==> src/rtl/clk_div_seq_if.sv <==
// Control/status bundle for the multi-channel clock divider.
// The master side configures the channels; the slave side is the divider itself.
interface clk_div_seq_if #(
  parameter int CHANNELS = 2,
  parameter int CNT_W    = 8
);
  logic [CHANNELS*CNT_W-1:0] div_half;
  logic [CHANNELS-1:0]       div_load;
  logic [CHANNELS-1:0]       ch_en;
  logic [CHANNELS-1:0]       div_clk;
  logic [CHANNELS-1:0]       rise_tick;
  logic [CHANNELS-1:0]       fall_tick;
  logic                      init_rst;
  logic                      ready;

  modport master (
    output div_half, div_load, ch_en,
    input  div_clk, rise_tick, fall_tick, init_rst, ready
  );

  modport slave (
    input  div_half, div_load, ch_en,
    output div_clk, rise_tick, fall_tick, init_rst, ready
  );
endinterface

==> src/rtl/clk_div_seq.sv <==
// Multi-channel 50%-duty clock divider with glitch-free divisor reload,
// plus the power-on sequencer that holds the peripheral reset after rst.
//
// state  | meaning
// S_INIT | init_rst held high, channels frozen, hold-off counter running down
// S_RUN  | init done, ready high, enabled channels divide (terminal until rst)
module clk_div_seq #(
  parameter int CHANNELS     = 2,
  parameter int CNT_W        = 8,
  parameter int DEFAULT_HALF = 14,
  parameter int INIT_DELAY   = 16
) (
  input  logic          clk,
  input  logic          rst,
  clk_div_seq_if.slave  bus
);

  localparam int INIT_W = (INIT_DELAY > 0) ? $clog2(INIT_DELAY + 1) : 1;

  typedef enum logic {S_INIT, S_RUN} state_t;

  state_t              state;
  logic [INIT_W-1:0]   init_cnt;
  logic                init_rst_q;
  logic                ready_q;

  always_ff @(posedge clk) begin
    if (rst) begin
      state      <= S_INIT;
      init_cnt   <= INIT_W'(INIT_DELAY);
      init_rst_q <= 1'b1;
      ready_q    <= 1'b0;
    end else if (state == S_INIT) begin
      if (init_cnt == '0) begin
        state      <= S_RUN;
        init_rst_q <= 1'b0;
        ready_q    <= 1'b1;
      end else begin
        init_cnt <= init_cnt - INIT_W'(1);
      end
    end
  end

  assign bus.init_rst = init_rst_q;
  assign bus.ready    = ready_q;

  for (genvar i = 0; i < CHANNELS; i++) begin : g_ch
    logic [CNT_W-1:0] cnt;
    logic [CNT_W-1:0] half_act;
    logic [CNT_W-1:0] half_pend;
    logic [CNT_W-1:0] half_in;
    logic             pend;
    logic             dclk;
    logic             rtick;
    logic             ftick;
    logic             frozen;
    logic             hit;

    assign half_in = bus.div_half[i*CNT_W +: CNT_W];
    assign frozen  = (state != S_RUN) || !bus.ch_en[i];
    assign hit     = (cnt == half_act);

    always_ff @(posedge clk) begin
      if (rst) begin
        cnt       <= '0;
        dclk      <= 1'b0;
        rtick     <= 1'b0;
        ftick     <= 1'b0;
        half_act  <= CNT_W'(DEFAULT_HALF);
        half_pend <= CNT_W'(DEFAULT_HALF);
        pend      <= 1'b0;
      end else begin
        if (bus.div_load[i]) begin
          half_pend <= half_in;
          pend      <= 1'b1;
        end
        if (frozen) begin
          cnt   <= '0;
          dclk  <= 1'b0;
          rtick <= 1'b0;
          ftick <= 1'b0;
          // A load landing on this same edge stays pending for the next one.
          if (pend) begin
            half_act <= half_pend;
            if (!bus.div_load[i]) pend <= 1'b0;
          end
        end else begin
          rtick <= hit && !dclk;
          ftick <= hit && dclk;
          if (hit) begin
            cnt  <= '0;
            dclk <= !dclk;
          end else begin
            cnt <= cnt + CNT_W'(1);
          end
          // Period boundary: a load on this very edge bypasses the pending copy.
          if (hit && dclk) begin
            if (bus.div_load[i]) begin
              half_act <= half_in;
              pend     <= 1'b0;
            end else if (pend) begin
              half_act <= half_pend;
              pend     <= 1'b0;
            end
          end
        end
      end
    end

    assign bus.div_clk[i]   = dclk;
    assign bus.rise_tick[i] = rtick;
    assign bus.fall_tick[i] = ftick;
  end

endmodule

==> src/flat_wrapper.sv <==
// flat-port wrapper written by rule: the top's interface ports become plain ports
module clk_div_seq_flat 
#(
  parameter int CHANNELS     = 2,
  parameter int CNT_W        = 8,
  parameter int DEFAULT_HALF = 14,
  parameter int INIT_DELAY   = 16
)
  (clk, rst, bus_div_half, bus_div_load, bus_ch_en, bus_div_clk, bus_rise_tick, bus_fall_tick, bus_init_rst, bus_ready);
  clk_div_seq_if #(.CHANNELS(CHANNELS), .CNT_W(CNT_W)) bus_i ();
  input  logic clk;
  input  logic rst;
  input wire logic [$bits(bus_i.div_half)-1:0] bus_div_half;
  input wire logic [$bits(bus_i.div_load)-1:0] bus_div_load;
  input wire logic [$bits(bus_i.ch_en)-1:0] bus_ch_en;
  output wire logic [$bits(bus_i.div_clk)-1:0] bus_div_clk;
  output wire logic [$bits(bus_i.rise_tick)-1:0] bus_rise_tick;
  output wire logic [$bits(bus_i.fall_tick)-1:0] bus_fall_tick;
  output wire logic [$bits(bus_i.init_rst)-1:0] bus_init_rst;
  output wire logic [$bits(bus_i.ready)-1:0] bus_ready;
  assign bus_i.div_half = bus_div_half;
  assign bus_i.div_load = bus_div_load;
  assign bus_i.ch_en = bus_ch_en;
  assign bus_div_clk = bus_i.div_clk;
  assign bus_rise_tick = bus_i.rise_tick;
  assign bus_fall_tick = bus_i.fall_tick;
  assign bus_init_rst = bus_i.init_rst;
  assign bus_ready = bus_i.ready;
  clk_div_seq #(.CHANNELS(CHANNELS), .CNT_W(CNT_W), .DEFAULT_HALF(DEFAULT_HALF), .INIT_DELAY(INIT_DELAY)) u_core (.clk(clk), .rst(rst), .bus(bus_i));
endmodule
==> config.mk <==
export PLATFORM = sky130hd
export DESIGN_NAME = clk_div_seq_flat
export DESIGN_NICKNAME = d
export VERILOG_FILES = /design/src/rtl/clk_div_seq_if.sv /design/src/rtl/clk_div_seq.sv /design/src/flat_wrapper.sv
export SDC_FILE = /design/constraint.sdc
export NUM_CORES = 1
export LEC_CHECK = 0
export ABC_AREA = 0
export CAP_MARGIN = 20
export CORE_ASPECT_RATIO = 0.6
export CORE_MARGIN = 2
export CORE_UTILIZATION = 30
export DETAILED_ROUTE_END_ITERATION = 8
export PLACE_DENSITY_LB_ADDON = 0.08
export SLEW_MARGIN = 30
export SYNTH_ARGS = -nofsm -noshare
export SYNTH_HDL_FRONTEND = slang
export SYNTH_SLANG_ARGS = --single-unit
==> constraint.sdc <==
create_clock -name clk -period 4.3 [get_ports clk]
set_clock_uncertainty 0.1 [all_clocks]
set_input_delay 0.43 -clock clk [delete_from_list [all_inputs] [get_ports clk]]
set_output_delay 0.43 -clock clk [all_outputs]
set_load 0.005 [all_outputs]
Figure 1. Cell sizes after repair.
The bar under the picture is 50 um long.
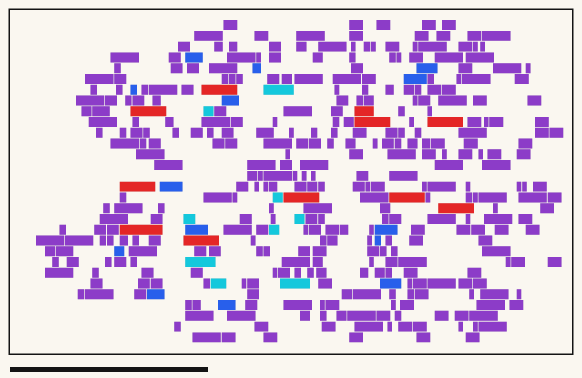
- _2 cells: blue (cells 14; share 3.7%)
- _3 and _4 cells: cyan (cells 9; share 2.4%)
- _0 and _1 cells: purple (cells 344; share 91%)
- _6 and larger: red (cells 11; share 2.9%)

Figure 2. Layout detail.
Region (91, 7) to (121, 37) um. Cells in grey, sequential cells in the stronger grey; small squares are vias.
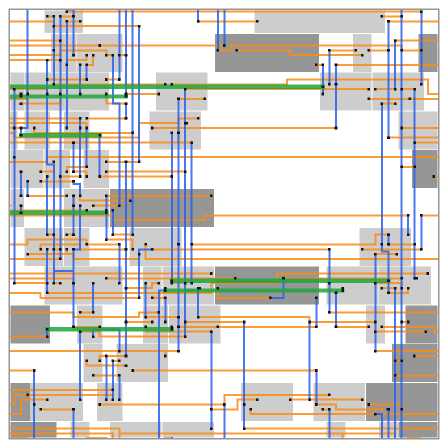
- metal 1: orange
- metal 2: blue
- metal 3: green
- netlist names of flops here include: u_core.g_ch.half_pend (2)
- most frequent: mux2i_1 (9), and4b_1 (5)
- cells with their middle in the window: 42
- sequential cells in the window: 4

==> CHANGELOG.md <==
### Metrics

- Num rows: 30
- Hold Path Stages: 2
- Fmax: 426 MHz
- Layout Cells excl Fill: 522
- Worst path top cell family by delay: buffers and inverters
- Chip area: 12300 um^2
- Top cell by count, worst path: nand3_1
- Slowest CP cell: clkdlybuf4s50_1
- Via Count: 2757
- FFs w/ async S/R, synth: 0%
- Buffers inserted by post-CTS timing repair: 0
- Area Growth Syn to Fin: 17.1%
- Power Internal: 0.00125 W
- WP data required: 4420 ps
- WS Path Type: in2reg
- Post-synth EDFFs: 0
- Post-cts resize count: 0
- CP peak stage delay: 910 ps
- Synth Seq Share: 37.4%
- P_sw: 0.000491 W
- Hold Crit Class: reg2reg
- Min cycle time layout: 2350 ps
- DRC errors left: 0
- Final Util: 35.7%
- First-pass GRT wire length: 15200 um
- Cts bufs inserted: 9
- Tool Warnings: 26
- Drt wl/cell: 18.1 um
- Total wire length: 9460 um
- Number of cells in Yosys stat: 362
- Status: finished clean
- Chip height: 86.8 um
- Setup crit end: u_core.g_ch[0].half_act[5]
- Syn Nets: 387
- Die width: 142 um
- YS warnings: 0
- Sequential fraction of design power: 41.1%
- Clk buf depth: 2
- Distinct lib cells: 44
- Max cap viols: 0
- Core area: 11200 um^2
- Vias in the first global route: 2532
- Mapped Area: 3430 um^2
- Endpoint, Worst Hold: u_core.bus.init_rst
- GP Congestion: 0.797
Figure 3. Clock distribution.
The bar under the picture is 50 um long.
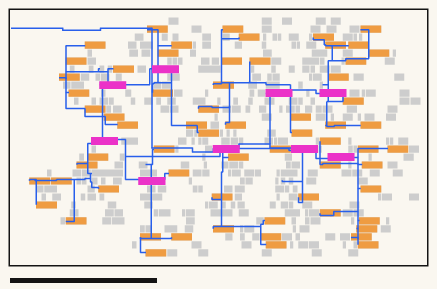
- clock wires: blue (length 983 um)
- clock drivers: magenta (count 9)
- flip-flops: orange (count 64)
- flops lie: all over the die
- routed clock nets: 10

Figure 4. Clock routing.
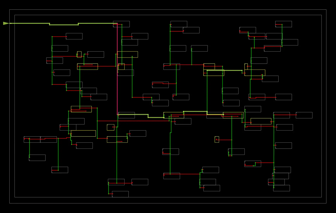
CTS sink cnt: 64
clkbuf count: 11

-- cell type report --
cell class | count | area [um^2] | share of cell area [%]
clock inverters | 5 | 56.3 | 1.40
clock buffers | 11 | 243 | 6.05
inverters | 5 | 18.8 | 0.468
repair buffers | 32 | 313 | 7.80
flip-flops and latches | 64 | 1280 | 31.9
multi-input cells | 261 | 1920 | 47.8
well taps | 144 | 180 | 4.49
-- cell usage in the layout (no fill, tap or decap), drive strengths merged, types with 6 or more instances in the layout --
master         instances
xnor2                 21
mux2i                 32
dfxtp                 64
nand2                 29
o211ai                 6
o21ai                  9
clkdlybuf4s50         29
and4b                 10
clkinv                 6
nor2                  21
xor2                  10
o311ai                16
a211oi                11
a41oi                 10
nor3                  25
clkbuf                11
nand3                 24
-- cells in the mapped netlist (4+ instances only) --
master	instances	area share, %
a211oi_1	11	2.4
a21oi_1	4	0.58
a41oi_1	10	2.6
and4_1	4	1.0
and4b_1	10	2.9
buf_2	12	1.8
buf_4	8	1.8
buf_6	5	1.6
dfxtp_1	64	37
mux2i_1	32	9.3
nand2_1	29	3.2
nand3_1	24	3.5
nor2_1	19	2.1
nor3_1	25	3.7
o211ai_1	6	1.3
o21ai_0	9	1.3
o311ai_0	7	1.8
o311ai_1	7	1.8
xnor2_1	19	4.9
xor2_1	10	2.6
-- cell families after synthesis --
family | count (synthesis) | synth area share [%]
DFF | 64 | 37.4
adders and majority gates | 3 | 1.10
AOI/OAI and AO/OA | 60 | 14.8
muxes | 32 | 9.35
and+or+nand+nor | 135 | 22.4
buffers and inverters | 37 | 6.57
xor gates and xnor gates | 31 | 8.36
-- worst register-to-register path: cells and delay by family, from the launching register on --
family	cells	cell delay [ps]
and+or+nand+nor	3	1260
DFF	1	710
-- state kept, by name, indices dropped and copies added, names as in the netlist, 2 cells and up --
register               cells
u_core.g_ch.cnt           16
u_core.g_ch.half_pend     16
u_core.g_ch.pend           2
u_core.g_ch.half_act      16
u_core.init_cnt            5
u_core.g_ch.rtick          2
u_core.g_ch.ftick          2
u_core.g_ch.dclk           2
-- per-stage QoR --
step	area (um^2)	power, W	hold slack, ps
3_5_place_dp	3710	0.00102	362
4_1_cts	4010	0.00176	371
3_3_place_gp	3710	0.00102	355
6_report	4010	0.00174	367
5_1_grt	4010	0.00184	409
2_1_floorplan	3430	0.000928	340
-- metal layers --
layer	GRT usage, %	wire, um	vias to the layer above
met5	0	0	-
met4	3.82	40	0
met3	5.36	484	2
met2	17.7	3260	59
met1	27.8	5680	1330
li1	-	-	1366
-- power by group through the flow --
stage,clock network [W],registers [W],logic (W)
final,0.000729,0.000715,0.000296
after global routing,0.000777,0.000723,0.000339
after CTS,0.000751,0.000714,0.000298
after detailed placement,0,0.000727,0.000295
after global placement,0,0.000727,0.000292
after floorplan,0,0.000691,0.000237
Power is estimated from default activity; no workload was simulated.
